### config.mk
export PLATFORM = sky130hd
export DESIGN_NAME = alu_pipe
export DESIGN_NICKNAME = d
export VERILOG_FILES = /design/src/rtl/lca_pkg.sv /design/src/rtl/alu_divider.sv /design/src/rtl/alu_pipe.sv
export SDC_FILE = /design/constraint.sdc
export NUM_CORES = 2
export LEC_CHECK = 0
export ABC_AREA = 0
export CORE_MARGIN = 2
export CORE_UTILIZATION = 55
export CTS_CLUSTER_DIAMETER = 120
export DETAILED_ROUTE_END_ITERATION = 8
export PLACE_DENSITY = 0.73
export SETUP_SLACK_MARGIN = 0.15
export SYNTH_ARGS = -nofsm -noshare
export SYNTH_HDL_FRONTEND = slang
export SYNTH_SLANG_ARGS = --single-unit
export TNS_END_PERCENT = 1
### constraint.sdc
create_clock -name clk -period 27.1 [get_ports clk]
set_input_delay 4.065 -clock clk [delete_from_list [all_inputs] [get_ports clk]]
set_output_delay 4.065 -clock clk [all_outputs]
set_load 0.02 [all_outputs]
### src/rtl/lca_pkg.sv
// Shared types for the integer execute unit.
// Opcode set, FSM states and decode helpers.
package lca_pkg;

  typedef enum logic [4:0] {
    ADD, SUB, SLL, SLT, SLTU, XOR, SRL, SRA, OR, AND,
    LUI, AUIPC,
    BEQ, BNE, BLT, BGE, BLTU, BGEU,
    MUL, MULH, MULHSU, MULHU,
    DIV, DIVU, REM, REMU
  } instr_opcode;

  typedef enum logic {
    IDLE,
    DIV_BUSY
  } alu_state_t;

  function automatic logic is_branch(instr_opcode op);
    return op inside {BEQ, BNE, BLT, BGE, BLTU, BGEU};
  endfunction

  function automatic logic is_div(instr_opcode op);
    return op inside {DIV, DIVU, REM, REMU};
  endfunction

endpackage

### src/rtl/alu_divider.sv
// Unsigned restoring divider, one quotient bit per cycle.
// done is combinational in the final cycle; outputs valid with it.
module alu_divider #(
  parameter int XLEN = 32
) (
  input  logic            clk,
  input  logic            rst,
  input  logic            flush,
  input  logic            start,
  input  logic [XLEN-1:0] dividend,
  input  logic [XLEN-1:0] divisor,
  output logic            done,
  output logic [XLEN-1:0] quotient,
  output logic [XLEN-1:0] remainder
);

  localparam int CW = $clog2(XLEN);

  logic            busy;
  logic [CW-1:0]   cnt;
  logic [XLEN-1:0] quo;
  logic [XLEN-1:0] rem;
  logic [XLEN-1:0] dvs;
  logic [XLEN-1:0] rem_n;
  logic [XLEN:0]   shifted;
  logic            ge;

  always_comb begin
    shifted = {rem, quo[XLEN-1]};
    ge      = shifted >= {1'b0, dvs};
    rem_n   = ge ? shifted[XLEN-1:0] - dvs : shifted[XLEN-1:0];
  end

  assign quotient  = {quo[XLEN-2:0], ge};
  assign remainder = rem_n;
  assign done      = busy && (cnt == CW'(XLEN - 1));

  always_ff @(posedge clk) begin
    if (rst || flush) begin
      busy <= 1'b0;
      cnt  <= '0;
    end else if (start) begin
      busy <= 1'b1;
      cnt  <= '0;
      quo  <= dividend;
      rem  <= '0;
      dvs  <= divisor;
    end else if (busy) begin
      quo <= quotient;
      rem <= rem_n;
      cnt <= cnt + 1'b1;
      if (done)
        busy <= 1'b0;
    end
  end

endmodule

### src/rtl/alu_pipe.sv
// Registered RV32I/M execute unit with valid/ready handshake.
// Define ALU_DIV_EN to build the iterative divider.
module alu_pipe
  import lca_pkg::*;
#(
  parameter int XLEN  = 32,
  parameter int TAG_W = 6
) (
  input  logic             clk,
  input  logic             rst,
  input  logic             flush,
  input  logic             in_valid,
  output logic             in_ready,
  input  instr_opcode      opcode,
  input  logic [XLEN-1:0]  src1_val,
  input  logic [XLEN-1:0]  src2_val,
  input  logic [XLEN-1:0]  imm_val,
  input  logic [XLEN-1:0]  pc,
  input  logic [TAG_W-1:0] in_tag,
  output logic             out_valid,
  input  logic             out_ready,
  output logic [XLEN-1:0]  aluout,
  output logic             br_cond,
  output logic             out_illegal,
  output logic [TAG_W-1:0] out_tag
);

  localparam int SH = $clog2(XLEN);

  alu_state_t        state;
  logic              accept;
  logic [XLEN-1:0]   a;
  logic [XLEN-1:0]   b;
  logic [XLEN-1:0]   res;
  logic [XLEN-1:0]   target;
  logic [SH-1:0]     shamt;
  logic              br;
  logic              ill;
  logic [2*XLEN-1:0] ea;
  logic [2*XLEN-1:0] eb;
  logic [2*XLEN-1:0] prod;

  assign a        = src1_val;
  assign b        = src2_val;
  assign shamt    = b[SH-1:0];
  assign target   = pc + imm_val;
  assign in_ready = (state == IDLE) && (!out_valid || out_ready)
                    && !rst && !flush;
  assign accept   = in_valid && in_ready;

  // Low 2*XLEN bits of the extended product are exact for every MUL flavour
  always_comb begin
    ea   = {{XLEN{(opcode == MULH || opcode == MULHSU) && a[XLEN-1]}}, a};
    eb   = {{XLEN{(opcode == MULH) && b[XLEN-1]}}, b};
    prod = ea * eb;
  end

`ifdef ALU_DIV_EN
  localparam logic [XLEN-1:0] MINV = {1'b1, {(XLEN-1){1'b0}}};

  logic            dsgn;
  logic            drem;
  logic            dz;
  logic            dovf;
  logic            dstart;
  logic            ddone;
  logic            negq;
  logic            negr;
  logic            prem;
  logic [XLEN-1:0] amag;
  logic [XLEN-1:0] bmag;
  logic [XLEN-1:0] dq;
  logic [XLEN-1:0] dr;
  logic [XLEN-1:0] fq;
  logic [XLEN-1:0] fr;
  logic [XLEN-1:0] special;
  logic [TAG_W-1:0] ptag;

  assign dsgn    = opcode inside {DIV, REM};
  assign drem    = opcode inside {REM, REMU};
  assign dz      = (b == '0);
  assign dovf    = dsgn && (a == MINV) && (b == '1);
  assign special = dz ? (drem ? a : '1) : (drem ? '0 : a);
  assign amag    = (dsgn && a[XLEN-1]) ? -a : a;
  assign bmag    = (dsgn && b[XLEN-1]) ? -b : b;
  assign dstart  = accept && is_div(opcode) && !dz && !dovf;
  assign fq      = negq ? -dq : dq;
  assign fr      = negr ? -dr : dr;

  alu_divider #(.XLEN(XLEN)) u_div (
    .clk       (clk),
    .rst       (rst),
    .flush     (flush),
    .start     (dstart),
    .dividend  (amag),
    .divisor   (bmag),
    .done      (ddone),
    .quotient  (dq),
    .remainder (dr)
  );
`endif

  always_comb begin
    res = '0;
    br  = 1'b0;
    ill = 1'b0;
    case (opcode)
      ADD:    res = a + b;
      SUB:    res = a - b;
      SLL:    res = a << shamt;
      SLT:    res = {{(XLEN-1){1'b0}}, $signed(a) < $signed(b)};
      SLTU:   res = {{(XLEN-1){1'b0}}, a < b};
      XOR:    res = a ^ b;
      SRL:    res = a >> shamt;
      SRA:    res = $signed(a) >>> shamt;
      OR:     res = a | b;
      AND:    res = a & b;
      LUI:    res = imm_val;
      AUIPC:  res = target;
      BEQ:    begin res = target; br = (a == b); end
      BNE:    begin res = target; br = (a != b); end
      BLT:    begin res = target; br = $signed(a) < $signed(b); end
      BGE:    begin res = target; br = $signed(a) >= $signed(b); end
      BLTU:   begin res = target; br = a < b; end
      BGEU:   begin res = target; br = a >= b; end
      MUL:    res = prod[XLEN-1:0];
      MULH,
      MULHSU,
      MULHU:  res = prod[2*XLEN-1:XLEN];
`ifdef ALU_DIV_EN
      DIV,
      DIVU,
      REM,
      REMU:   res = special;
`endif
      default: ill = 1'b1;
    endcase
  end

  always_ff @(posedge clk) begin
    if (rst) begin
      state       <= IDLE;
      out_valid   <= 1'b0;
      aluout      <= '0;
      br_cond     <= 1'b0;
      out_illegal <= 1'b0;
      out_tag     <= '0;
    end else if (flush) begin
      state     <= IDLE;
      out_valid <= 1'b0;
    end else begin
      if (out_valid && out_ready)
        out_valid <= 1'b0;
      if (accept) begin
`ifdef ALU_DIV_EN
        if (dstart) begin
          state <= DIV_BUSY;
          ptag  <= in_tag;
          negq  <= dsgn && (a[XLEN-1] ^ b[XLEN-1]);
          negr  <= dsgn && a[XLEN-1];
          prem  <= drem;
        end else
`endif
        begin
          out_valid   <= 1'b1;
          aluout      <= res;
          br_cond     <= br;
          out_illegal <= ill;
          out_tag     <= in_tag;
        end
      end
`ifdef ALU_DIV_EN
      if (state == DIV_BUSY && ddone) begin
        state       <= IDLE;
        out_valid   <= 1'b1;
        aluout      <= prem ? fr : fq;
        br_cond     <= 1'b0;
        out_illegal <= 1'b0;
        out_tag     <= ptag;
      end
`endif
    end
  end

endmodule
clocks.png
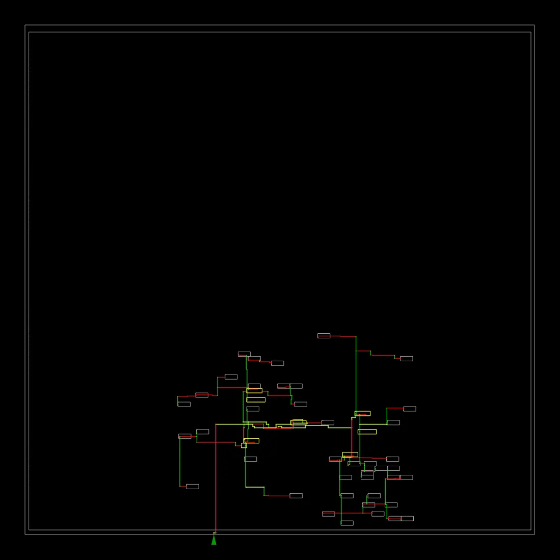
CTS Buf Count: 5
skew final: 0.0140 ns

power_grid.png
Pins as bars on the die edge.
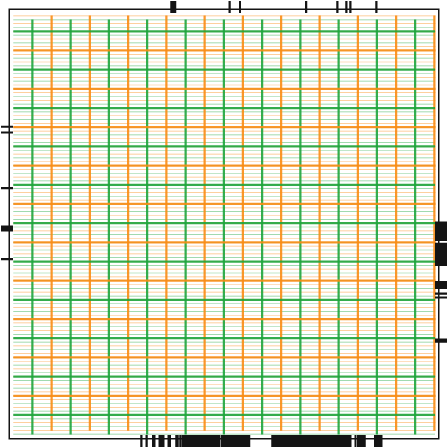
Key: green = VSS; orange = VDD
22 straps on met4. The core has 109 rows. 110 met1 rails follow the rows. 21 straps on met5. 186 signal pins sit on the boundary.
Chip Width: 303 microns
area of the core: 88600 sq um
die span in y: 303 microns

==> flow_metrics.rpt <==
RUN METRICS
----------------------------------------------------
[Run status]
  Status ........................ complete, no violations

[Clocking]
  Maximum buffer depth of the clock tree ........................ 2
  # H-tree levels ........................ 2
  CTS tree ........................ done
  Register clock-pin slew on the reported worst setup and hold paths ........................ 0.07 ns
  Post-CTS Resized ........................ 0
  Skew-Pair Late Insertion Delay ........................ 0.32 ns
  Clock tree sinks ........................ 41

[Timing]
  Final count of hold timing violations ........................ 0
  Final Max Tran Viols ........................ 0
  Top achievable clock speed ........................ 0.0694 GHz
  WHS ........................ 0.461 ns
  Crit path time final ........................ 14.41 ns
  Count of final setup violators ........................ 0
  Unrepaired setup endpoints after global routing ........................ no
  Slew of the pin with the lowest slew margin ........................ 1.24 ns
  Final worst-path cycle share ........................ 53.2%
  Min setup slack post-route ........................ 12.69 ns
  Relative slew slack ........................ 17.0%

[Synthesis]
  Post-synthesis instance area ........................ 49300 sq um
  Top cells by area, synth ........................ fa_1, inv_1, ha_1, nand2_1, nor2_1
  Gate Count Post-Synth ........................ 6034
  Share of synthesized cell area in and-or and or-and compound cells ........................ 12.0%
  Library cell occupying the most area in the post-synthesis netlist ........................ fa_1
  Synth Area in Simple Gates ........................ 14.8%
  Distinct cell type count after synthesis ........................ 86
  Dominant kind of combinational cell ........................ adder cells
  Number of warnings reported in the yosys synthesis log ........................ 0
  Top_reg_cell synth ........................ dfxtp_1
  Largest type area fraction ........................ 45.8%
  Count leader, synth ........................ inv_1
  Post-synth net total ........................ 7646
  Sequential area share after synthesis ........................ 1.66%
  Synth cell count leaders ........................ inv_1, fa_1, nand2_1
  Post-synthesis xor/xnor area fraction ........................ 1.79%
  Ys cells ........................ 6034
  MUX area fraction ........................ 2.60%
  Number of storage elements in the synthesis netlist ........................ 41
  Synthesis area per yosys ........................ 49300 sq um
  Asr flop ratio synth ........................ 0%

[Drt]
  Highest signal layer in the routed design ........................ met5
  Average via count per standard cell ........................ 6.31
  Initial DRC count ........................ 5320
  Via Count ........................ 45200
  Detailed-routing iteration count for the pre-antenna-repair pass ........................ 6
  Total length of routed met2 wires ........................ 90.5 mm
  Total wire length ........................ 205 mm
  Number of remaining DRC errors ........................ 0
  DR WL met3 ........................ 23.0 mm
  Residual antenna-violating net count after detailed routing ........................ 0
  Routed len/inst ........................ 28.6 microns
  Routed met1 length ........................ 73.4 mm

[Hold path]
  Origin of the worst min-delay path ........................ out_tag[2]$_SDFFE_PP0P_
  Worst Hold End ........................ out_tag[2]$_SDFFE_PP0P_

[Placed design]
  RePlAce Congestion ........................ 1.08
  Final HPWL from detailed placement ........................ 162 mm
  Number of buffers inserted by port buffering ........................ 185
  Cell area after placement ........................ 52200 sq um
  Worst-case setup slack after placement ........................ 12.56 ns

[Layout]
  Sequential cell area ........................ 821 sq um
  Clock-cell share of area ........................ 0.370%
  Final #Nets ........................ 7604
  Number of sequential cells in the layout ........................ 41
  Largest register by flop count ........................ aluout
  Ratio of cells with drive above 1 in the final layout ........................ 3.75%
  Most numerous logic cells after layout ........................ inv_1, fa_1, nand2_1, nor2_1, ha_1
  Non-clk buf share ........................ 5.29%
  Summed area of non-filler cells in the final layout ........................ 52500 sq um
  Most instantiated logic cell after routing ........................ inv_1
  Repair and plain buffers ........................ 311
  Fillers ........................ 8125
  Final core occ ........................ 59.2%
  Area-dominant cell class after layout ........................ logic gates
  Flip-flop count of the largest register, all copies and words added ........................ 32
  Non-CTS inverters ........................ 1306
  Area used by multi-input combinational logic ........................ 42300 sq um

[Critical path]
  Maximum fanout along the worst path ........................ 30
  Endpoint of the most critical setup path ........................ aluout[25]$_SDFFE_PP0P_
  Category of cells accounting for the largest share of critical-path delay ........................ adder cells
  Length in cells of the worst reg-to-reg path ........................ 9
  Minimum setup slack among reg-to-reg paths ........................ 24.04 ns
  Worst EP required ........................ 27.28 ns
  Number of cells on the critical path ........................ 30
  R2R Path Start ........................ out_valid$_SDFFE_PP0P_
  Most used cell along the critical path ........................ fa_1
  Arrival time reported for the critical path endpoint ........................ 14.59 ns
  Startpoint of the worst setup timing path ........................ opcode[0]

[Global route]
  Overflow after GRT ........................ 0
  Met2 capacity usage during global routing ........................ 69.9%
  Global Route Usage Sum ........................ 45.4%
  Fraction of met3 tracks used by global routing ........................ 10.5%
  Pin count of the biggest net entering global routing ........................ 54
  First-pass GRT wire length ........................ 303 mm
  Initial antenna violation count ........................ 19
  GR peak layer ........................ met2

[Floorplanning]
  Fp_density ........................ 55.6%
  Die area ........................ 92100 sq um
  Number of tap instances ........................ 1165
  # IOs ........................ 186

[Flow run]
  Number of max-cap violations ........................ 0
  OpenROAD warning count ........................ 91

----------------------------------------------------
